Fig. 1: run 1, register map, names as in the netlist
Bar = 20 um. Other sequential cells in the stronger grey, the rest of the logic in the fainter grey.
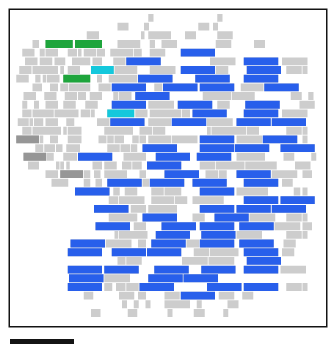
Fig. 2: run 1, track usage over the die
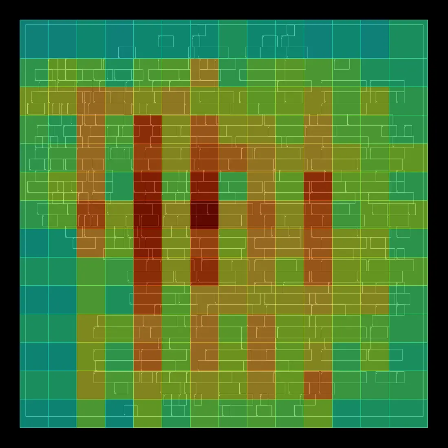
Fig. 3: run 1, drive-strength map
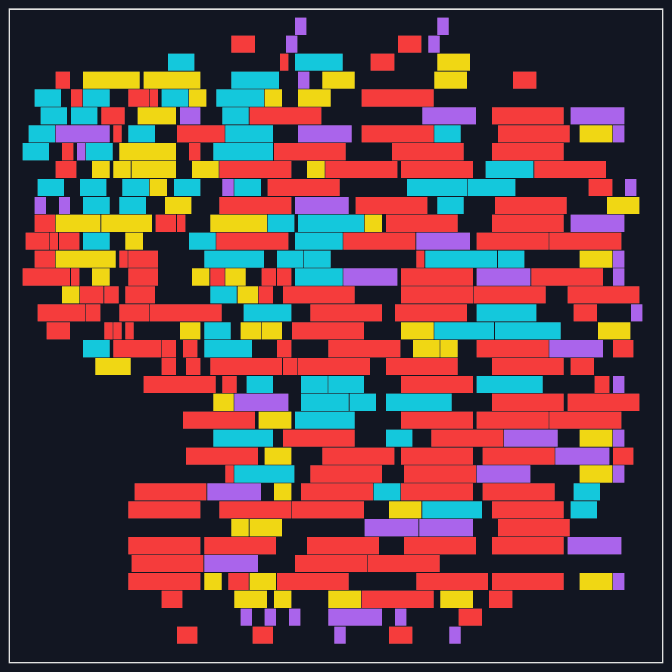
Fig. 4: run 1, selected gate families
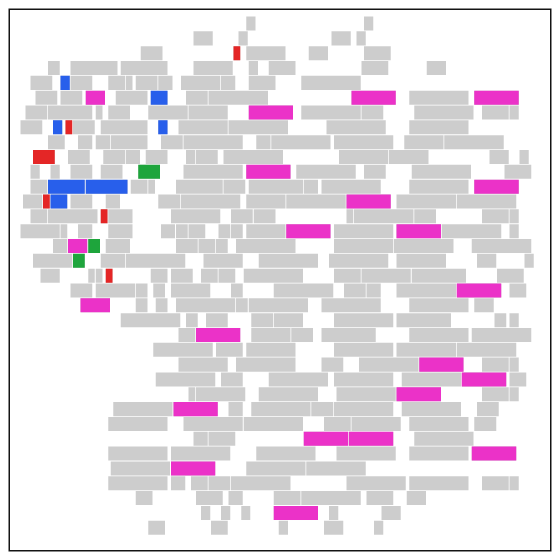
Design alu_result_queue, sky130hd; sources not shown.
==> impl_metrics.py, run 1 <==
# Auto-generated metrics
metrics = {
    "run_status": {
        "outcome": "finished, violations left",
        "violations": "setup timing",
    },
    "synthesis": {
        "syn_inst": 188,
        "ys_types": 29,
        "topCellsByArea": "edfxtp_1, mux4_2, dfxtp_1, nor2b_1, and2_1",
        "syn_nets": 215,
        "ys_cells": 188,
        "yosys.area.top_type": "edfxtp_1",
        "synth-seq-area-share_pct": 70.1,
        "avgSynthCellArea_sq_um": 18.5,
    },
    "sta": {
        "slew_violations": 0,
        "relSlewSlack_pct": 82.9,
        "max_freq_mhz": 434,
        "worst_hold_slack_ns": 0.496,
        "finalClockSkew_ns": 0.00739,
        "setup_violations": 20,
        "tns_ns": -7.04,
        "setup_ws_ns": -0.403,
        "rsz0062_at_grt": "yes",
        "fin_crit_sh_pct": 121,
    },
    "run": {
        "tool_warnings": 32,
        "maxCapViolCount": 0,
    },
    "clocking": {
        "clkLatencyLatePin_ns": 0.33,
        "clockBufferDepth": 2,
        "cts.sinks": 84,
        "tritoncts": "built",
        "cts_buffers": 9,
        "cts-htree-levels": 3,
        "cts-root-buf": "clkbuf_16",
    },
    "global_routing": {
        "grt_pass1_wl_mm": 11.1,
        "grt_max_degree": 22,
        "grt_util_all_layers_pct": 15.7,
        "grt_util_met1_pct": 19.0,
        "grt_antenna_before_repair": 0,
        "grt_pass1_vias": 2079,
        "grt_overflow": 0,
    },
    "critical_path": {
        "crit_type": "register to output pin",
        "cp_data_required_time_ns": 1.33,
        "r2r_slack_ns": -0.17,
        "ff2ff_path_depth": 11,
        "arrival_ns": 1.73,
        "worstPathMaxFanout": 6,
        "crit_path_start_kind": "register",
    },
    "detailed_routing": {
        "dr.pass1.iters": 6,
        "dr.first_iter.drc_count": 71,
        "viasPerCell": 4.82,
        "vias": 1992,
        "wl_per_cell_um": 16.9,
        "totalWireLength_mm": 6.98,
        "ant_nets": 0,
        "drc": 0,
    },
    "place": {
        "placed_cells": 370,
        "gp_congestion": 0.713,
        "post_dp_cell_area_sq_um": 4540,
        "io_buffers": 45,
        "dp_hpwl_mm": 4.37,
    },
    "cells_and_area": {
        "n_antenna_cell": 0,
        "finalNetCount": 325,
        "largest_reg_flops": 76,
        "finalNonFillerCells": 413,
        "drive_gt1_share_pct": 53.6,
    },
    "power_and_ir_drop": {
        "power_mw": 7.14,
        "p_leak_nw": 2.00,
        "ir_drop_v": 0.000872,
    },
    "worst_hold_path": {
        "holdPathStages": 2,
    },
    "floorplan": {
        "fp-row-count": 35,
        "fp.dieH_um": 99.0,
        "die-area_sq_um": 9810,
        "initCoreUtil_pct": 37.9,
        "core_sq_um": 9200,
        "die_x_um": 99.0,
    },
}
-- Fig. 1 (at the start) --
| signal | colour | placed flops |
|---|---|---|
| rd_ptr_q | cyan | 2 |
| count | green | 3 |
| mem_q | blue | 76 |
P_seq: 2.35 mW
flop share of the area: 47.1%

-- Fig. 2 (at the start) --
GR peak layer: met2
met2 global-route usage: 27.5%
met3 usage: 3.55%

-- Fig. 3 (at the start) --
| size | colour | cells | share | most used |
|---|---|---|---|---|
| x3 and x4 | yellow | 55 | 18% | nor2b_4 |
| x1 and smaller | red | 140 | 46% | edfxtp_1 |
| x6 and larger | cyan | 62 | 21% | buf_6 |
| x2 | purple | 45 | 15% | buf_2 |
area grow syn2layout: 49.8%
post-route design area: 5220 sq um

-- Fig. 4 (at the start) --
| family | colour | cells |
|---|---|---|
| inv cells | red | 6 |
| nand cells | green | 3 |
| aoi and oai cells | blue | 7 |
| mux cells | magenta | 22 |
fraction of area in multi-input gates: 22.2%
highest-count logic cell in the final layout: edfxtp_1

[run 1: where the power goes]
group | internal, mW | switching (mW)
registers | 2.23 | 0.119
logic | 1.95 | 1.19
clock network | 0.999 | 0.644
[run 1: cell usage after synthesis]
cell      number
nand2_1        1
o31ai_1        1
and2_1        16
mux4_2        18
clkbuf_1       1
mux2i_1        2
a32oi_1        1
a21boi_4       1
nor3_1         1
or4_1          2
nor2b_1       17
or3_1          2
nor3b_4        1
mux4_1         1
inv_1          6
nor2_1         7
mux2_4         1
fa_1           1
edfxtp_1      76
dfxtp_1        8
buf_2          4
nand2b_1       2
ha_1           5
xor2_1         3
buf_6          2
o21ai_0        2
nor2b_4        2
buf_4          2
a21oi_1        2
[run 1: critical path, cell delays in order (launching register included)]
cell     delay (ns)
dfxtp_4        0.42
buf_12         0.15
buf_6          0.09
mux4_2         0.48
nor2b_4        0.13
buf_2          0.12
[run 1: layer usage]
layer	vias to the layer above	routed length (um)
met5	-	0
met4	0	106
met3	10	252
met2	39	3610
met1	1000	3010
li1	943	-
[run 1: timing repair]
item / in CTS / in global routing
cloned: 4 / 0
setup endpoints to repair: 110 / 109
hold endpoints to repair: 0 / 0
buffers inserted: 21 / 3
pin swaps: 11 / 9
gates resized: 165 / 11
[run 1: area by class of cell]
type,count,area (sq um)
fill,714,3980
sequential,84,2460
multi-input combinational,89,1160
timing repair buffer,108,1150
clock buffer,9,225
tap,111,139
clock inverter,6,58.8
inverter,6,30.0
[run 1: cell families after synthesis]
logic type / after synthesis / synth area share [%]
DFF: 84 / 70.1
AOI/OAI and AO/OA: 7 / 1.58
adders and majority gates: 6 / 2.37
xor gates and xnor gates: 3 / 0.754
and+or+nand+nor: 51 / 9.41
buffers and inverters: 15 / 2.41
muxes: 22 / 13.4
Fig. 5: run 1, routed metal, one colour a layer
Two of the layers only.
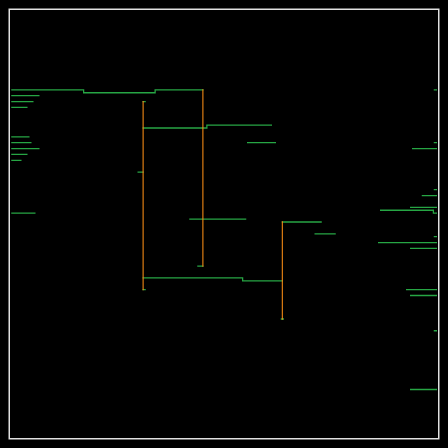

==> inputs of run 2 (changes only) <==
--- a/config.mk
+++ b/config.mk
@@ -6,6 +6,7 @@
 export NUM_CORES = 1
 export LEC_CHECK = 0
 export ABC_AREA = 0
+export CAP_MARGIN = 20
 export CORE_UTILIZATION = 37
 export CTS_BUF_LIST = sky130_fd_sc_hd__clkbuf_16
 export CTS_CLUSTER_SIZE = 40
==> constraint.sdc (replaced) <==
create_clock -name clk -period 2.1 [get_ports clk]
set_input_delay 0.63 -clock clk [delete_from_list [all_inputs] [get_ports clk]]
set_output_delay 0.63 -clock clk [all_outputs]
set_load 0.005 [all_outputs]
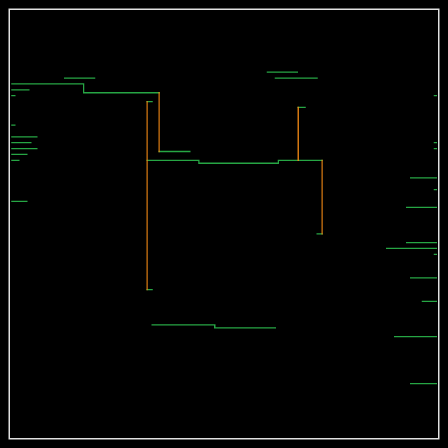
Fig. 6. Routed metal, one colour a layer (run 2).
Two of the layers only.
| layer | colour | wire length |
|---|---|---|
| M3 | green | 231 um |
| M4 | orange | 86.4 um |
DR WL/cell: 18.4 um
DR vias: 2058
total routed wirelength: 7.80 mm
All-Layer GR Usage: 17.1%

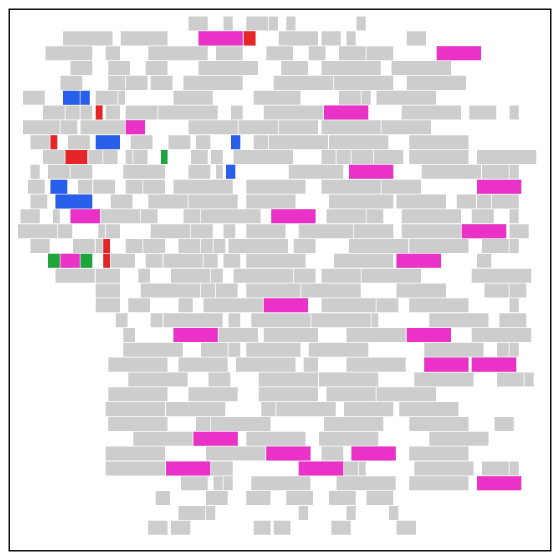
Fig. 7. Selected gate families (run 2).
fraction of area in multi-input gates: 21.1%
Post-Layout Cell Count: 424

==> run 2 against run 1 <==
The flow still finishes with violations (setup timing); setup slack improved by 0.14 ns; combinational power increased by 2%; sequential share of layout area decreased by 1.6 points; largest cell class unchanged; largest power group unchanged; highest routed layer unchanged.
==> impl_metrics.py, run 2 <==
# Auto-generated metrics
metrics = {
    "run_status": {
        "outcome": "finished, violations left",
        "violations": "setup timing",
    },
    "synthesis": {
        "syn_nets": 215,
        "synthArstFlopShare_pct": 0,
        "synth-seq-area-share_pct": 70.1,
        "edf_count": 76,
    },
    "sta": {
        "max_freq_mhz": 424,
        "setup_ws_ns": -0.259,
        "tns_ns": -4.57,
        "finalClockSkew_ns": 0.00554,
        "fin_crit_sh_pct": 112,
        "setup_violations": 21,
    },
    "clocking": {
        "cts-htree-levels": 3,
        "tritoncts": "built",
        "cts-root-buf": "clkbuf_16",
        "cts_buffers": 9,
    },
    "floorplan": {
        "die_x_um": 99.0,
        "core_sq_um": 9200,
        "fp.dieH_um": 99.0,
    },
    "global_routing": {
        "grt_overflow": 0,
        "grt_pass1_vias": 2147,
    },
    "detailed_routing": {
        "met1Wirelength_mm": 3.25,
        "dr.first_iter.drc_count": 52,
        "dr_wl_met3_um": 230,
        "drc": 0,
        "ant_nets": 0,
        "routed.top_layer": "met4",
    },
    "power_and_ir_drop": {
        "p_comb_mw": 3.19,
        "p_seq_mw": 2.12,
        "p_leak_nw": 2.08,
        "power-top-group": "combinational cells",
        "p_clk_share_pct": 22.2,
        "pwr-share-seq_pct": 31.0,
    },
    "cells_and_area": {
        "drive_gt1_share_pct": 54.6,
        "fillers": 721,
        "largest_reg_flops": 76,
        "layout_top_cell": "edfxtp_1",
    },
    "critical_path": {
        "cp_data_required_time_ns": 1.47,
        "arrival_ns": 1.73,
        "slowest_stage": "mux4_2",
    },
    "worst_hold_path": {
        "holdPathStages": 2,
    },
    "place": {
        "io_buffers": 45,
    },
}
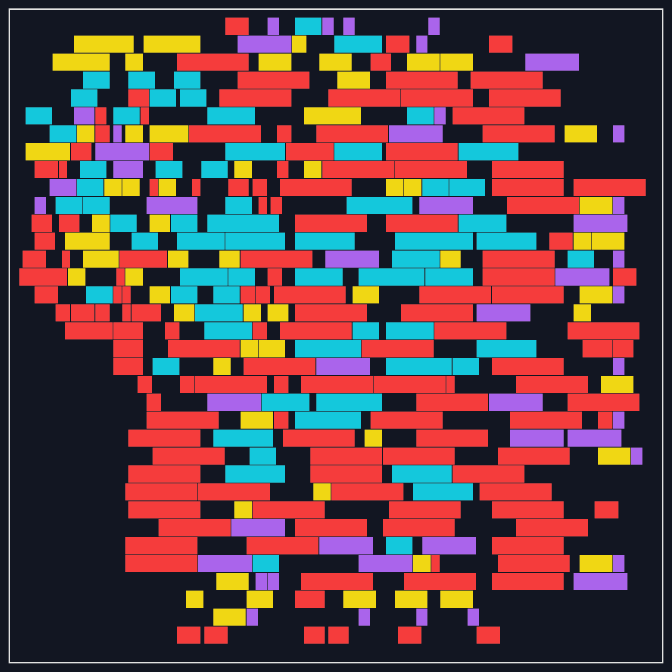
Fig. 8. Drive-strength map (run 2).
| size | colour | cells | share | most used |
|---|---|---|---|---|
| x6 and larger | cyan | 65 | 21% | buf_6 |
| x3 and x4 | yellow | 60 | 19% | buf_4 |
| x1 and smaller | red | 142 | 45% | edfxtp_1 |
| x2 | purple | 46 | 15% | buf_2 |
area grow syn2layout: 54.9%
post-route design area: 5400 sq um
Non-clk bufs: 118
worst setup margin: -0.259 ns

-- run 2: cell counts after synthesis --
Identical to the previous run, type by type.
-- run 2: cell families (layout without fill, tap and decap cells) --
kind of cell / after synthesis / count (layout) / synth area share, %
AND/OR/NAND/NOR: 51 / 51 / 9.41
flip-flops: 84 / 84 / 70.1
XOR/XNOR: 3 / 3 / 0.754
adder cells (fa/ha/maj): 6 / 6 / 2.37
multiplexers: 22 / 22 / 13.4
buffers and inverters: 15 / 140 / 2.41
AND-OR/OR-AND: 7 / 7 / 1.58
-- run 2: layout make-up --
type | count | area [sq um] | area share, %
clock buffers | 9 | 225 | 4.17
clock inverters | 7 | 67.6 | 1.25
inverters | 6 | 32.5 | 0.603
multi-input cells | 89 | 1140 | 21.1
flip-flops and latches | 84 | 2450 | 45.5
well taps | 111 | 139 | 2.57
repair buffers | 118 | 1340 | 24.9
-- run 2: what timing repair did --
action                     4_1_cts  5_1_grt
cloned                           7        1
setup endpoints to repair      108      107
pin swaps                        9        5
resized                        149       15
buffers inserted                26        8
hold buffers                     0        0
-- run 2: per-layer routing --
layer / GRT usage, % / vias up
met5: 0 / -
met4: 5.17 / 0
li1: - / 965
met1: 21.1 / 1045
met2: 30.1 / 39
met3: 3.55 / 9
-- run 2: through the flow --
stage	cells	total power, mW
finish	424	6.82
global route	424	7.16
global placement	366	4.52
floorplan	188	3.44
CTS	415	6.56
detailed placement	366	4.54
-- run 2: critical path, delay by kind of cell (launching register included) --
family / cells / cell delay, ns
buffers and inverters: 3 / 0.37
multiplexers: 1 / 0.49
AND/OR/NAND/NOR: 1 / 0.13
flip-flops: 1 / 0.41
Power is estimated from default activity; no workload was simulated.
